### Sequential cells grouped by signal name, run 1

The bar under the picture is 50 µm long. Other sequential cells in the stronger grey, the rest of the logic in the fainter grey.
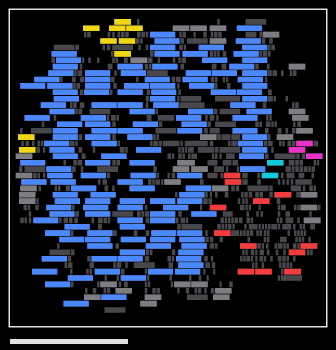
### Metal 2, run 1

The bar under the picture is 50 µm long.
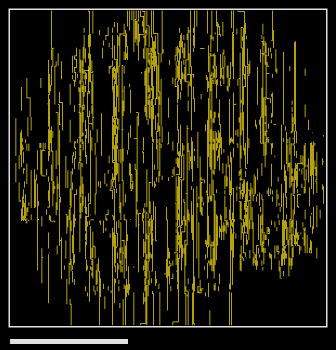
### Gate-type map, run 1

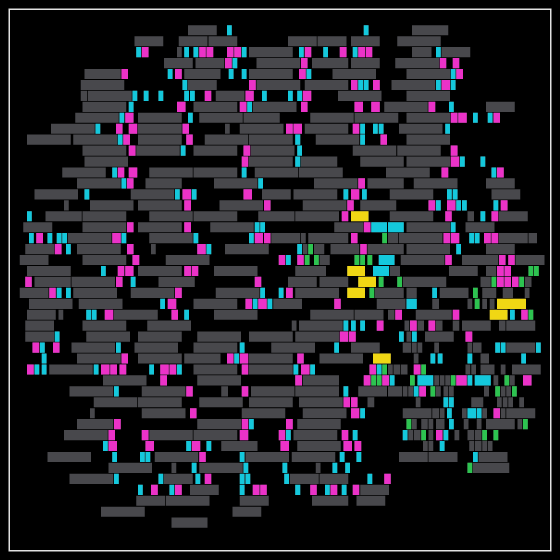
`src/rtl/line_draw_scheduler_pkg.sv`:
```
// line_sched_pkg: shared types for the line-draw command scheduler.
//   COORD_W       coordinate width of a line command
//   line_cmd_t    one queued line command (x1, x2, y1, y2)
//   sched_state_t sequencer states
package line_sched_pkg;

  localparam int unsigned COORD_W = 9;

  typedef struct packed {
    logic [COORD_W-1:0] x1;
    logic [COORD_W-1:0] x2;
    logic [COORD_W-1:0] y1;
    logic [COORD_W-1:0] y2;
  } line_cmd_t;

  typedef enum logic [1:0] {
    IDLE,
    ISSUE,
    RUN
  } sched_state_t;

endpackage

```
`src/rtl/line_draw_scheduler_fifo.sv`:
```
// line_cmd_fifo: DEPTH-deep FIFO of line commands with a show-ahead head.
//   clk_i, rst_i   clock, synchronous active-high reset
//   push_i/wdata_i write request and data (ignored when full)
//   pop_i          remove head entry (ignored when empty)
//   rdata_o        current head entry
//   count_o        number of entries held
//   full_o/empty_o occupancy flags
module line_cmd_fifo
  import line_sched_pkg::*;
#(
  parameter int unsigned DEPTH = 4
) (
  input  logic                     clk_i,
  input  logic                     rst_i,
  input  logic                     push_i,
  input  line_cmd_t                wdata_i,
  input  logic                     pop_i,
  output line_cmd_t                rdata_o,
  output logic [$clog2(DEPTH):0]   count_o,
  output logic                     full_o,
  output logic                     empty_o
);

  localparam int unsigned PW = $clog2(DEPTH);
  localparam int unsigned CW = PW + 1;

  line_cmd_t         mem_q [DEPTH];
  logic [PW-1:0]     wr_ptr_q;
  logic [PW-1:0]     rd_ptr_q;
  logic [CW-1:0]     count_q;
  logic [CW-1:0]     count_d;
  logic              push_ok;
  logic              pop_ok;

  assign full_o  = (count_q == CW'(DEPTH));
  assign empty_o = (count_q == '0);
  assign push_ok = push_i && !full_o;
  assign pop_ok  = pop_i && !empty_o;
  assign rdata_o = mem_q[rd_ptr_q];
  assign count_o = count_q;

  always_comb begin
    count_d = count_q;
    case ({push_ok, pop_ok})
      2'b10:   count_d = count_q + 1'b1;
      2'b01:   count_d = count_q - 1'b1;
      default: count_d = count_q;
    endcase
  end

  always_ff @(posedge clk_i) begin
    if (push_ok) begin
      mem_q[wr_ptr_q] <= wdata_i;
    end
  end

  // DEPTH is a power of two, so pointers wrap by natural overflow.
  always_ff @(posedge clk_i) begin
    if (rst_i) begin
      wr_ptr_q <= '0;
      rd_ptr_q <= '0;
      count_q  <= '0;
    end else begin
      if (push_ok) wr_ptr_q <= wr_ptr_q + 1'b1;
      if (pop_ok)  rd_ptr_q <= rd_ptr_q + 1'b1;
      count_q <= count_d;
    end
  end

endmodule

```
`src/rtl/line_draw_scheduler.sv`:
```
// line_draw_scheduler: queues line commands and issues them one at a time to
// the line-drawing engine through a start/done handshake, with a watchdog.
//   HCLK, HRESET            clock, synchronous active-high reset
//   in_x1..in_y2, in_valid  incoming command and its strobe
//   in_ready                queue not full
//   eng_x1..eng_y2          registered command presented to the engine
//   eng_start, eng_done     one-cycle start pulse / completion pulse
//   queue_count, idle       occupancy and quiescent status
//   overflow, timeout       sticky error flags (dropped / aborted command)
module line_draw_scheduler
  import line_sched_pkg::*;
#(
  parameter int unsigned DEPTH   = 4,
  parameter int unsigned COORD_W = line_sched_pkg::COORD_W,
  parameter int unsigned TIMEOUT = 4096
) (
  input  logic                     HCLK,
  input  logic                     HRESET,
  input  logic [COORD_W-1:0]       in_x1,
  input  logic [COORD_W-1:0]       in_x2,
  input  logic [COORD_W-1:0]       in_y1,
  input  logic [COORD_W-1:0]       in_y2,
  input  logic                     in_valid,
  output logic                     in_ready,
  output logic [COORD_W-1:0]       eng_x1,
  output logic [COORD_W-1:0]       eng_x2,
  output logic [COORD_W-1:0]       eng_y1,
  output logic [COORD_W-1:0]       eng_y2,
  output logic                     eng_start,
  input  logic                     eng_done,
  output logic [$clog2(DEPTH):0]   queue_count,
  output logic                     idle,
  output logic                     overflow,
  output logic                     timeout
);

  localparam int unsigned WD_W = $clog2(TIMEOUT);
  localparam logic [WD_W-1:0] WD_LAST = WD_W'(TIMEOUT - 1);

  sched_state_t      state_q;
  logic [WD_W-1:0]   wd_q;
  line_cmd_t         eng_q;
  logic              eng_start_q;
  logic              overflow_q;
  logic              timeout_q;

  line_cmd_t         in_cmd;
  line_cmd_t         head;
  logic              push;
  logic              pop;
  logic              full;
  logic              empty;

  always_comb begin
    in_cmd    = '0;
    in_cmd.x1 = in_x1;
    in_cmd.x2 = in_x2;
    in_cmd.y1 = in_y1;
    in_cmd.y2 = in_y2;
  end

  assign push     = in_valid && !full;
  assign pop      = (state_q == IDLE) && !empty;
  assign in_ready = !full;

  line_cmd_fifo #(
    .DEPTH(DEPTH)
  ) u_fifo (
    .clk_i   (HCLK),
    .rst_i   (HRESET),
    .push_i  (push),
    .wdata_i (in_cmd),
    .pop_i   (pop),
    .rdata_o (head),
    .count_o (queue_count),
    .full_o  (full),
    .empty_o (empty)
  );

  // eng_start is raised on the popping edge so that it is high for the
  // whole ISSUE cycle and nowhere else.
  always_ff @(posedge HCLK) begin
    if (HRESET) begin
      state_q     <= IDLE;
      wd_q        <= '0;
      eng_q       <= '0;
      eng_start_q <= 1'b0;
      overflow_q  <= 1'b0;
      timeout_q   <= 1'b0;
    end else begin
      eng_start_q <= 1'b0;
      if (in_valid && full) overflow_q <= 1'b1;
      case (state_q)
        IDLE: begin
          if (pop) begin
            eng_q       <= head;
            eng_start_q <= 1'b1;
            state_q     <= ISSUE;
          end
        end
        ISSUE: begin
          wd_q    <= '0;
          state_q <= RUN;
        end
        RUN: begin
          // done takes priority over the watchdog terminal count
          if (eng_done) begin
            state_q <= IDLE;
          end else if (wd_q == WD_LAST) begin
            timeout_q <= 1'b1;
            state_q   <= IDLE;
          end else begin
            wd_q <= wd_q + 1'b1;
          end
        end
        default: state_q <= IDLE;
      endcase
    end
  end

  assign eng_x1    = eng_q.x1;
  assign eng_x2    = eng_q.x2;
  assign eng_y1    = eng_q.y1;
  assign eng_y2    = eng_q.y2;
  assign eng_start = eng_start_q;
  assign idle      = empty && (state_q == IDLE);
  assign overflow  = overflow_q;
  assign timeout   = timeout_q;

endmodule

```
`config.mk`:
```
export PLATFORM = sky130hd
export DESIGN_NAME = line_draw_scheduler
export DESIGN_NICKNAME = d
export VERILOG_FILES = /design/src/rtl/line_draw_scheduler_pkg.sv /design/src/rtl/line_draw_scheduler_fifo.sv /design/src/rtl/line_draw_scheduler.sv
export SDC_FILE = /design/constraint.sdc
export NUM_CORES = 1
export LEC_CHECK = 0
export ABC_AREA = 1
export CAP_MARGIN = 20
export CORE_UTILIZATION = 45
export DETAILED_ROUTE_END_ITERATION = 12
export DONT_BUFFER_PORTS = 1
export PLACE_DENSITY = 0.63
export SETUP_SLACK_MARGIN = 0.1
export SYNTH_ARGS = -nofsm -noshare
export SYNTH_HDL_FRONTEND = slang
export SYNTH_SLANG_ARGS = --single-unit
```
`constraint.sdc`:
```
create_clock -name HCLK -period 3.5 [get_ports HCLK]
set_clock_uncertainty 0.1 [all_clocks]
set_input_delay 0.7 -clock HCLK [delete_from_list [all_inputs] [get_ports HCLK]]
set_output_delay 0.7 -clock HCLK [all_outputs]
set_load 0.03 [all_outputs]
```
==> flow_metrics.tcl, run 1 <==
# collected from the flow reports
set metrics [dict create \
    rsz0062_at_grt "no" \
    die_area_um2 18000 \
    cts_tree "done" \
    status "finished clean" \
    globalRouteTotalUtil_pct 18.1 \
    stage_log_warnings 29 \
    post_synth_inst_count 709 \
    post-route-cell-area_um2 8850 \
    power_uw 7480 \
    area_growth_from_synthesis_to_layout_pct 12.4 \
    cts_num_sinks 204 \
    postSynthRegisterBits 204 \
    placement.setup.worst_slack_ns 0.877 \
    grt_pass1_vias 4992 \
    antenna_found_initial 0 \
    hold_viol 0 \
    yosysSeqAreaShare_pct 70.2 \
    hold_path_class "input port to flip-flop" \
    yosys_area_um2 7870 \
    buffer_ports.inserted 0 \
    grt_first_pass_wirelength_mm 25.6 \
    vdd_drop_max_v 0.000780 \
    io_pins 84 \
    worst_ep_arrival_time_ns 2.92 \
    post_dp_cell_area_um2 8110 \
    synthesis.yosys.warnings 0 \
    setup_viol_count_final 0 \
    die_y_um 134 \
    multiInputGateArea_um2 2060 \
    grt_start_max_net_pins 74 \
    clk-insertion-delay-late_ns 0.50 \
    critical_path_start_end_classification "flip-flop to flip-flop" \
    ys_cells 709 \
    worstSetupStartpointType "flip-flop" \
    fp-row-count 47 \
    crit_path_end_kind "flip-flop" \
    detail_route.vias_per_cell 5.30 \
    grt.overflow.total 0 \
    post-synth-top-area-fraction_pct 55.0 \
    post_syn_area_per_cell_um2 11.1 \
    final_layout_size_suffix_gt1_share_pct 8.73 \
    whs_ns 0.170 \
    chipWidth_um 134 \
    top_cells_by_area "sky130_fd_sc_hd__edfxtp_1 55%, sky130_fd_sc_hd__dfxtp_1 15%, sky130_fd_sc_hd__nor2_1 8.3%, sky130_fd_sc_hd__o21ai_0 6.4%, sky130_fd_sc_hd__o22ai_1 2.9%" \
    post-route-period-util_pct 75.5 \
    drcViolationCount 0 \
    register_area_um2 5530 \
    maxCapViolations 0 \
    cts-resized-gates 0 \
    highest_net_fanout_along_the_worst_path 9 \
    drtAntennaViolNets 0 \
    coreArea_um2 16800 \
    pwr_density_cell_nw_per_um2 845 \
    slew_hr_pct 52.9 \
    insertedDiodeCount 0 \
    route.detailed.wl_per_inst_um 16.9 \
    cts-root-buf "sky130_fd_sc_hd__clkbuf_16" \
    half_perimeter_wire_length_after_placement_mm 9.38 \
    syn_area_um2 7870 \
    num_vias 4996 \
    tightestPinTransition_ns 0.707 \
    postCtsHoldBufs 0 \
    worst_setup_hold_path_clk_slew_ns 0.06 \
    finalSetupTns_ns 0 \
    synthDominantAreaCellType "sky130_fd_sc_hd__edfxtp_1" \
    dr.first_iter.drc_count 344 \
    firstDrtPassIters 5 \
    gpl.final_weighted_congestion 0.809 \
    tritoncts_buffer_count 22 \
    fmax_ghz 0.378 \
    synthesis.nets 756 \
    finalNetCount 753 \
    nFillCells 1468 \
    drt-total-wl_mm 15.9 \
    timing.critical_path.required_ns 3.77 \
    cellLeakagePower_uw 0.00310 \
    min_period_ns 2.64 \
    cts_setup_buffers 0 \
    synth_cell_type_count 26 \
    post-route-worst-setup-slack_ns 0.857 \
    ctsHtreeMaxLevel 1 \
    initCoreUtil_pct 46.8 \
    layout_top_cells "170 x sky130_fd_sc_hd__nor2_1, 144 x sky130_fd_sc_hd__edfxtp_1, 101 x sky130_fd_sc_hd__o21ai_0" \
    slew_violations 0 \
]
## Picture notes: 'Sequential cells grouped by signal name'
state_q: shown in cyan, sequential cells 2. eng_y1: shown in yellow, sequential cells 9. u_fifo.mem_q: shown in blue, sequential cells 144. u_fifo.count_o: shown in magenta, sequential cells 3. wd_q: shown in red, sequential cells 12.

## Picture notes: 'Metal 2'
The layer holds 49% of the routed length. The longest straight run is 57.3 µm.

## Picture notes: 'Gate-type map'
inverting AOI/OAI gates: shown in magenta, cells 173, where spread over the die. inverters: shown in green, cells 33, where right middle. adder and majority cells: shown in yellow, cells 7. NOR gates: shown in cyan, cells 178, where spread over the die.
most frequent logic cell in the layout: sky130_fd_sc_hd__nor2_1
multi-input gate share of total cell area: 23.3%

==> run 1: layout make-up <==
class | instances | area share [%]
flip-flops and latches | 204 | 62.5
repair buffers | 12 | 1.67
clock buffers | 27 | 6.79
well taps | 220 | 3.11
inverters | 33 | 1.40
clock inverters | 13 | 1.26
multi-input cells | 433 | 23.3
==> run 1: logic make-up (layout without fill, tap and decap cells) <==
kind of cell    count (synthesis)  after routing  synth area share, %
simple gates                  253            253                 13.0
buf+inv                        72             85                 3.98
compound gates                173            173                 11.6
fa+ha+maj                       7              7                 1.21
flops                         204            204                 70.2
==> run 1: final timing paths <==
path	startpoint	to	slack, ns	depth (start not counted)
min reg2reg	wd_q[1]	wd_q[1]	0.40	2
max	u_fifo.count_o[1]	u_fifo.count_o[2]	0.86	10
max reg2reg	u_fifo.count_o[1]	u_fifo.count_o[2]	0.86	10
min	HRESET	wd_q[5]	0.17	1
==> run 1: worst max-delay path: stages, from the launching register on <==
cell and delay (ns):
sky130_fd_sc_hd__dfxtp_1 0.56, sky130_fd_sc_hd__inv_1 0.17, sky130_fd_sc_hd__nand3_1 0.33, sky130_fd_sc_hd__nand2_1 0.09, sky130_fd_sc_hd__buf_4 0.21, sky130_fd_sc_hd__ha_1 0.23, sky130_fd_sc_hd__fa_1 0.39, sky130_fd_sc_hd__a21oi_1 0.12
sky130_fd_sc_hd__o21ai_0 0.11, sky130_fd_sc_hd__o21ai_0 0.16, sky130_fd_sc_hd__a21oi_1 0.06
==> run 1: state kept, by name (all words and copies together), names as in the netlist <==
name	flops
eng_start	1
eng_x1	9
eng_x2	9
eng_y1	9
eng_y2	9
overflow	1
state_q	2
timeout	1
u_fifo.count_o	3
u_fifo.mem_q	144
u_fifo.rd_ptr_q	2
u_fifo.wr_ptr_q	2
wd_q	12
==> run 1: synth_stat cells (all sizes together) <==
| cell type | count |
|---|---|
| clkbuf | 22 |
| fa | 1 |
| edfxtp | 144 |
| ha | 6 |
| o22ai | 36 |
| nor2 | 177 |
| nor3b | 1 |
| a21oi | 16 |
| nand4 | 2 |
| buf | 17 |
| o21bai | 1 |
| a31oi | 1 |
| nand3 | 18 |
| dfxtp | 60 |
| o21ai | 119 |
| nand2 | 55 |
| inv | 33 |
==> run 1: power breakdown <==
part / switching [µW] / internal (µW)
combinational: 1220 / 533
clock: 887 / 1360
sequential: 492 / 2980
==> run 1: per-stage QoR <==
step	utilization (%)	cells
final	52.6	942
after global placement	48.1	900
after floorplan	-	709
after global routing	52.6	942
after CTS	52.5	941
after detailed placement	48.2	901
==> run 1: metal layers <==
metal / vias to the layer above / routed length [µm] / global-route usage (%)
met3: 27 / 1020 / 4.91
met4: 0 / 275 / 4.18
met5: - / 0 / 0
li1: 2466 / - / -
met2: 110 / 7810 / 31.1
met1: 2393 / 6830 / 22.7
--- run 2 (diff from run 1) ---
==> constraint.sdc (replaced) <==
create_clock -name HCLK -period 2.5 [get_ports HCLK]
set_clock_uncertainty 0.1 [all_clocks]
set_input_delay 0.5 -clock HCLK [delete_from_list [all_inputs] [get_ports HCLK]]
set_output_delay 0.5 -clock HCLK [all_outputs]
set_load 0.03 [all_outputs]
### Metal 2, run 2

The bar under the picture is 50 µm long.
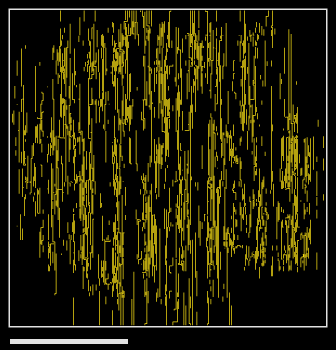
The layer carries 8100 µm of wire. The wires run mostly vertical. The layer holds 49% of the routed length. 621 nets have wire on it. The longest straight run is 50.7 µm.

### Met3 routing, run 2

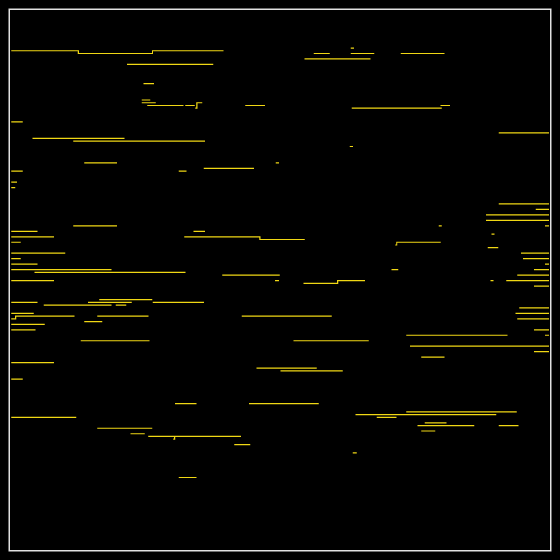
The longest straight run is 37.3 µm. The layer holds 6.2% of the routed length. 70 nets have wire on it.
count of vias placed by the detailed router: 5281
post-detailed-routing wire length: 16.5 mm
global-route met3 utilization: 3.85%

### Track usage over the die, run 2

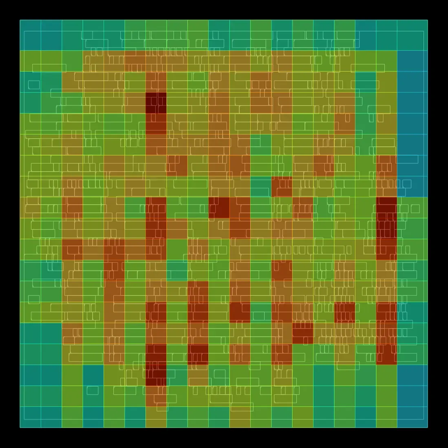
most crowded layer after global routing: met2
met1 routing resource usage after global routing: 23.8%
share of the core filled with cells in the final layout: 55.2%

==> run 2 against run 1 <==
Against the previous run:
- first-iteration DRC count grew 15%
- combinational power grew 52%
- register-to-register slack lost 0.45 ns
- die size is the same
- largest cell class unchanged
- largest power group unchanged
==> flow_metrics.tcl, run 2 <==
# collected from the flow reports
set metrics [dict create \
    critical_path_start_end_classification "flip-flop to primary output" \
    largest_register_ff_count 144 \
    chipWidth_um 134 \
    cts-root-buf "sky130_fd_sc_hd__clkbuf_16" \
    post-route-cell-area_um2 9280 \
    crit_path_end_kind "primary output" \
    coreArea_um2 16800 \
    power_uw 10600 \
    nFillCells 1436 \
    post_syn_area_per_cell_um2 11.1 \
    slew_violations 0 \
    stage_log_warnings 30 \
    hold_viol 0 \
    crit_chain "inv_1 > nand3_1 > nor2_1" \
    edf_count 144 \
    yosysSeqAreaShare_pct 70.2 \
    hold_path_class "input port to flip-flop" \
    insertedDiodeCount 0 \
    finalNetCount 795 \
    internal_power_uw 6840 \
    common_cells "174 x sky130_fd_sc_hd__nor2_1, 144 x sky130_fd_sc_hd__edfxtp_1, 101 x sky130_fd_sc_hd__o21ai_0" \
    firstDrtPassIters 5 \
    grt_first_pass_wirelength_mm 26.4 \
    maxCapViolations 0 \
    finalSetupTns_ns 0 \
    slew_hr_pct 52.8 \
    highest_net_fanout_along_the_worst_path 4 \
    clockPowerShare_pct 29.3 \
    vdd_drop_max_v 0.000832 \
    min_period_ns 2.14 \
    registers_with_the_highest_flip_flop_counts "u_fifo.mem_q: 144 flops, wd_q: 12 flops" \
    top_register "u_fifo.mem_q" \
    layout_top_cells "170 x sky130_fd_sc_hd__nor2_1, 144 x sky130_fd_sc_hd__edfxtp_1, 101 x sky130_fd_sc_hd__o21ai_0" \
    die_y_um 134 \
    die_area_um2 18000 \
    post-route-worst-setup-slack_ns 0.360 \
    timing.critical_path.required_ns 1.90 \
    post_dp_cell_area_um2 8190 \
    postCtsHoldBufs 37 \
    postSynthRegisterBits 204 \
    cts_tree "done" \
    worst_ep_arrival_time_ns 1.54 \
    tightestPinTransition_ns 0.709 \
    cell_type_of_the_slowest_stage_on_the_worst_timing_path "sky130_fd_sc_hd__nor2_1" \
    post_synth_inst_count 709 \
    route.detailed.wl_per_inst_um 16.8 \
    multiInputGateArea_um2 2070 \
    synth_cell_type_count 26 \
    syn_area_um2 7870 \
    area_growth_from_synthesis_to_layout_pct 17.9 \
    tritoncts_buffer_count 22 \
    detail_route.vias_per_cell 5.37 \
    p_sw_uw 3740 \
    cts-resized-gates 0 \
    clk-insertion-delay-late_ns 0.50 \
    fmax_ghz 0.467 \
    drcViolationCount 0 \
    status "finished clean" \
    ctsHtreeMaxLevel 1 \
    half_perimeter_wire_length_after_placement_mm 9.60 \
    cts_num_sinks 204 \
    setup_viol_count_final 0 \
    register_area_um2 5530 \
    flop_cell "sky130_fd_sc_hd__edfxtp_1" \
    seq_power_share_pct 45.5 \
]
==> run 2: final cells by class <==
type | count | area share, %
Sequential cell | 204 | 59.6
Multi-Input combinational cell | 433 | 22.3
Clock buffer | 31 | 6.73
Timing Repair Buffer | 54 | 6.18
Tap cell | 220 | 2.97
Inverter | 33 | 1.34
Clock inverter | 9 | 0.958
==> run 2: path summary, 6_finish.rpt <==
kind | start | depth (start not counted) | end | slack (ns)
setup / recovery | u_fifo.count_o[1] | 3 | idle | 0.36
hold / removal | in_valid | 2 | overflow | 0.08
setup reg to reg | u_fifo.count_o[1] | 10 | u_fifo.count_o[2] | 0.41
hold reg to reg | u_fifo.count_o[2] | 2 | u_fifo.count_o[2] | 0.39
==> run 2: per-stage QoR <==
| step | instances | hold WS [ns] | util, % |
|---|---|---|---|
| after floorplan | 709 | 0.358 | - |
| after global placement | 907 | 0.363 | 48.7 |
| after detailed placement | 907 | 0.380 | 48.7 |
| after CTS | 984 | 0.0618 | 55.2 |
| after global routing | 984 | 0.0964 | 55.2 |
| final | 984 | 0.0778 | 55.2 |
==> run 2: logic make-up (layout without fill, tap and decap cells) <==
| family | after synthesis | in the layout | synth area share [%] |
|---|---|---|---|
| buffers and inverters | 72 | 127 | 3.98 |
| AND-OR/OR-AND | 173 | 173 | 11.6 |
| adder cells (fa/ha/maj) | 7 | 7 | 1.21 |
| AND/OR/NAND/NOR | 253 | 253 | 13.0 |
| flip-flops | 204 | 204 | 70.2 |
==> run 2: routing by layer <==
metal  share of wire [%]  global-route usage, %  vias to the layer above
li1                    -                      -                     2559
met1                  43                   23.8                     2540
met2                  49                   31.9                      157
met3                 6.2                   3.85                       25
met4                 1.6                   5.56                        0
met5                   0                      0                        -
==> run 2: power groups by stage <==
stage	Clock [µW]	Sequential [µW]	Combinational, µW
detailed placement	0	4890	2600
global route	3300	4870	2990
CTS	3170	4820	2680
global placement	0	4870	2500
floorplan	0	4860	1880
finish	3100	4810	2670
--- run 3 (diff from run 2) ---
--- a/config.mk
+++ b/config.mk
@@ -12,6 +12,7 @@
 export DONT_BUFFER_PORTS = 1
 export PLACE_DENSITY = 0.63
 export SETUP_SLACK_MARGIN = 0.1
+export SKIP_CTS_REPAIR_TIMING = 1
 export SYNTH_ARGS = -nofsm -noshare
 export SYNTH_HDL_FRONTEND = slang
 export SYNTH_SLANG_ARGS = --single-unit
### Track usage over the die, run 3

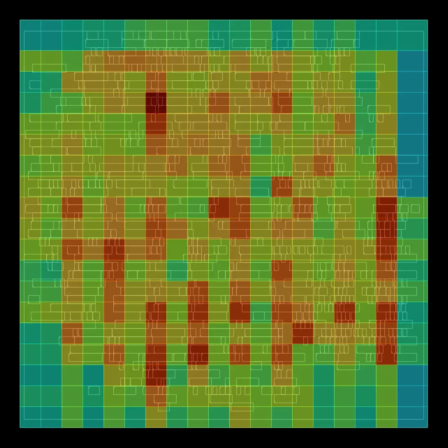
Wirelength per Cell: 16.8 µm
global-route usage over all layers: 18.5%

### Sequential cells grouped by signal name, run 3

The bar under the picture is 50 µm long. Other sequential cells in the stronger grey, the rest of the logic in the fainter grey.
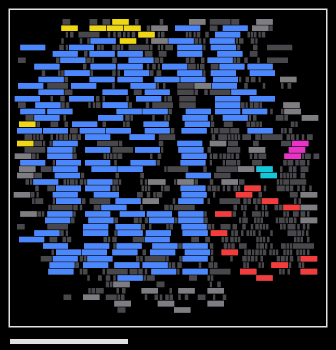
u_fifo.count_o: shown in magenta, sequential cells 3. u_fifo.mem_q: shown in blue, sequential cells 144. state_q: shown in cyan, sequential cells 2. eng_y1: shown in yellow, sequential cells 9. wd_q: shown in red, sequential cells 12, where bottom right.
Another 34 sequential cells are not coloured.

### Met3 routing, run 3

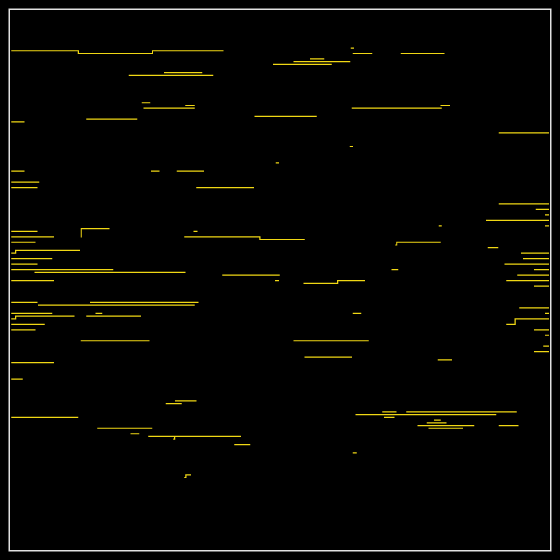
The layer carries 937 µm of wire. The wires run mostly horizontal. The longest straight run is 38.6 µm. 70 nets have wire on it. The layer holds 5.7% of the routed length.
count of vias placed by the detailed router: 5263
post-detailed-routing wire length: 16.5 mm
global-route met3 utilization: 4.88%

==> run 3 against run 2 <==
Against the previous run:
- core utilization is the same
- clock-buffer cell count unchanged
- final cell count unchanged
- register-to-register slack about the same
- critical endpoint unchanged
- largest cell class unchanged
==> flow_metrics.tcl, run 3 <==
# collected from the flow reports
set metrics [dict create \
    status "finished clean" \
    cell_type_of_the_slowest_stage_on_the_worst_timing_path "sky130_fd_sc_hd__nor2_1" \
    grt.overflow.total 0 \
    critPathLaunch "u_fifo.count_o[1]" \
    ys_cells 709 \
    slew_violations 0 \
    edf_count 144 \
    pwr_density_cell_nw_per_um2 1140 \
    worst_setup_hold_path_clk_slew_ns 0.06 \
    cellLeakagePower_uw 0.00327 \
    slew_hr_pct 53.4 \
    min_period_ns 2.14 \
    cts-root-buf "sky130_fd_sc_hd__clkbuf_16" \
    vdd_drop_max_v 0.000844 \
    critPathMaxStageDelay_ns 0.48 \
    registers_with_the_highest_flip_flop_counts "u_fifo.mem_q: 144 flops, wd_q: 12 flops" \
    hold_path_class "input port to flip-flop" \
    insertedDiodeCount 0 \
    crit_path_end_kind "primary output" \
    path_buffers 1 \
    flop_cell "sky130_fd_sc_hd__edfxtp_1" \
    worstSetupStartpointType "flip-flop" \
    yosys_area_um2 7870 \
    placedCellCount 907 \
    top_register "u_fifo.mem_q" \
    synthDominantAreaCellType "sky130_fd_sc_hd__edfxtp_1" \
    grt_pass1_vias 5073 \
    gpl.final_weighted_congestion 0.852 \
    drcViolationCount 0 \
    nFillCells 1434 \
    crit_chain "inv_1 > nand3_1 > nor2_1" \
    grt_first_pass_wirelength_mm 26.0 \
    worst_ep_arrival_time_ns 1.54 \
    async_flop_share_pct 0 \
    firstDrtPassIters 4 \
    die_y_um 134 \
    tightestPinTransition_ns 0.699 \
    common_cells "174 x sky130_fd_sc_hd__nor2_1, 144 x sky130_fd_sc_hd__edfxtp_1, 101 x sky130_fd_sc_hd__o21ai_0" \
    chipWidth_um 134 \
    coreArea_um2 16800 \
    ctsHtreeMaxLevel 1 \
    post-route-period-util_pct 85.6 \
    cts_num_sinks 204 \
    syn_area_um2 7870 \
    fmax_ghz 0.467 \
    top_cells_by_area "sky130_fd_sc_hd__edfxtp_1 55%, sky130_fd_sc_hd__dfxtp_1 15%, sky130_fd_sc_hd__nor2_1 8.3%, sky130_fd_sc_hd__o21ai_0 6.4%, sky130_fd_sc_hd__o22ai_1 2.9%" \
    setup_viol_count_final 0 \
    initCoreUtil_pct 46.8 \
    highest_net_fanout_along_the_worst_path 4 \
    dr.first_iter.drc_count 418 \
    post_synth_inst_count 709 \
    synthesis.nets 756 \
    layout_top_cells "170 x sky130_fd_sc_hd__nor2_1, 144 x sky130_fd_sc_hd__edfxtp_1, 101 x sky130_fd_sc_hd__o21ai_0" \
    rsz0062_at_grt "no" \
]
run 3: worst paths after layout:
kind	slack, ns	cells after the start	end
worst max-delay path	0.36	3	idle
worst min-delay path	0.08	2	overflow
worst max register to register	0.40	10	u_fifo.count_o[2]
worst min register to register	0.39	2	u_fifo.count_o[2]
run 3: report_power, final:
part           leakage, µW  internal (µW)  total [µW]  switching, µW
Combinational      0.00111            821        2660           1840
Sequential         0.00182           4160        4820            651
Clock             0.000345           1860        3110           1260
Total              0.00327           6840       10600           3750
run 3: cells by family after synthesis:
| group | count (synthesis) | share of synthesized area [%] |
|---|---|---|
| AND-OR/OR-AND | 173 | 11.6 |
| adder cells (fa/ha/maj) | 7 | 1.21 |
| AND/OR/NAND/NOR | 253 | 13.0 |
| buffers and inverters | 72 | 3.98 |
| flip-flops | 204 | 70.2 |
run 3: per-layer routing:
| layer | share of wire (%) | up-vias | global-route usage [%] |
|---|---|---|---|
| li1 | - | 2567 | - |
| met1 | 44 | 2525 | 23.0 |
| met2 | 49 | 149 | 31.5 |
| met3 | 5.7 | 22 | 4.88 |
| met4 | 1.6 | 0 | 5.56 |
| met5 | 0 | - | 0 |
run 3: area by class of cell:
type                       instances  area [µm²]  area share [%]
clock buffer                      31         624            6.73
clock inverter                     9        88.8           0.958
inverter                          33         124            1.34
multi-input combinational        433        2070            22.3
sequential                       204        5530            59.6
tap                              220         275            2.97
timing repair buffer              54         573            6.18
run 3: per-stage QoR:
step,TNS [ns],setup slack [ns],cell area (µm²),util [%]
5_1_grt,0,0.275,9280,55.2
3_3_place_gp,0,0.549,8190,48.7
4_1_cts,0,0.349,8910,53.0
3_5_place_dp,0,0.440,8190,48.7
2_1_floorplan,-13.40,-0.0931,7880,-
6_report,0,0.360,9280,55.2
No activity file was given, so power comes from the tool's default toggle rates.
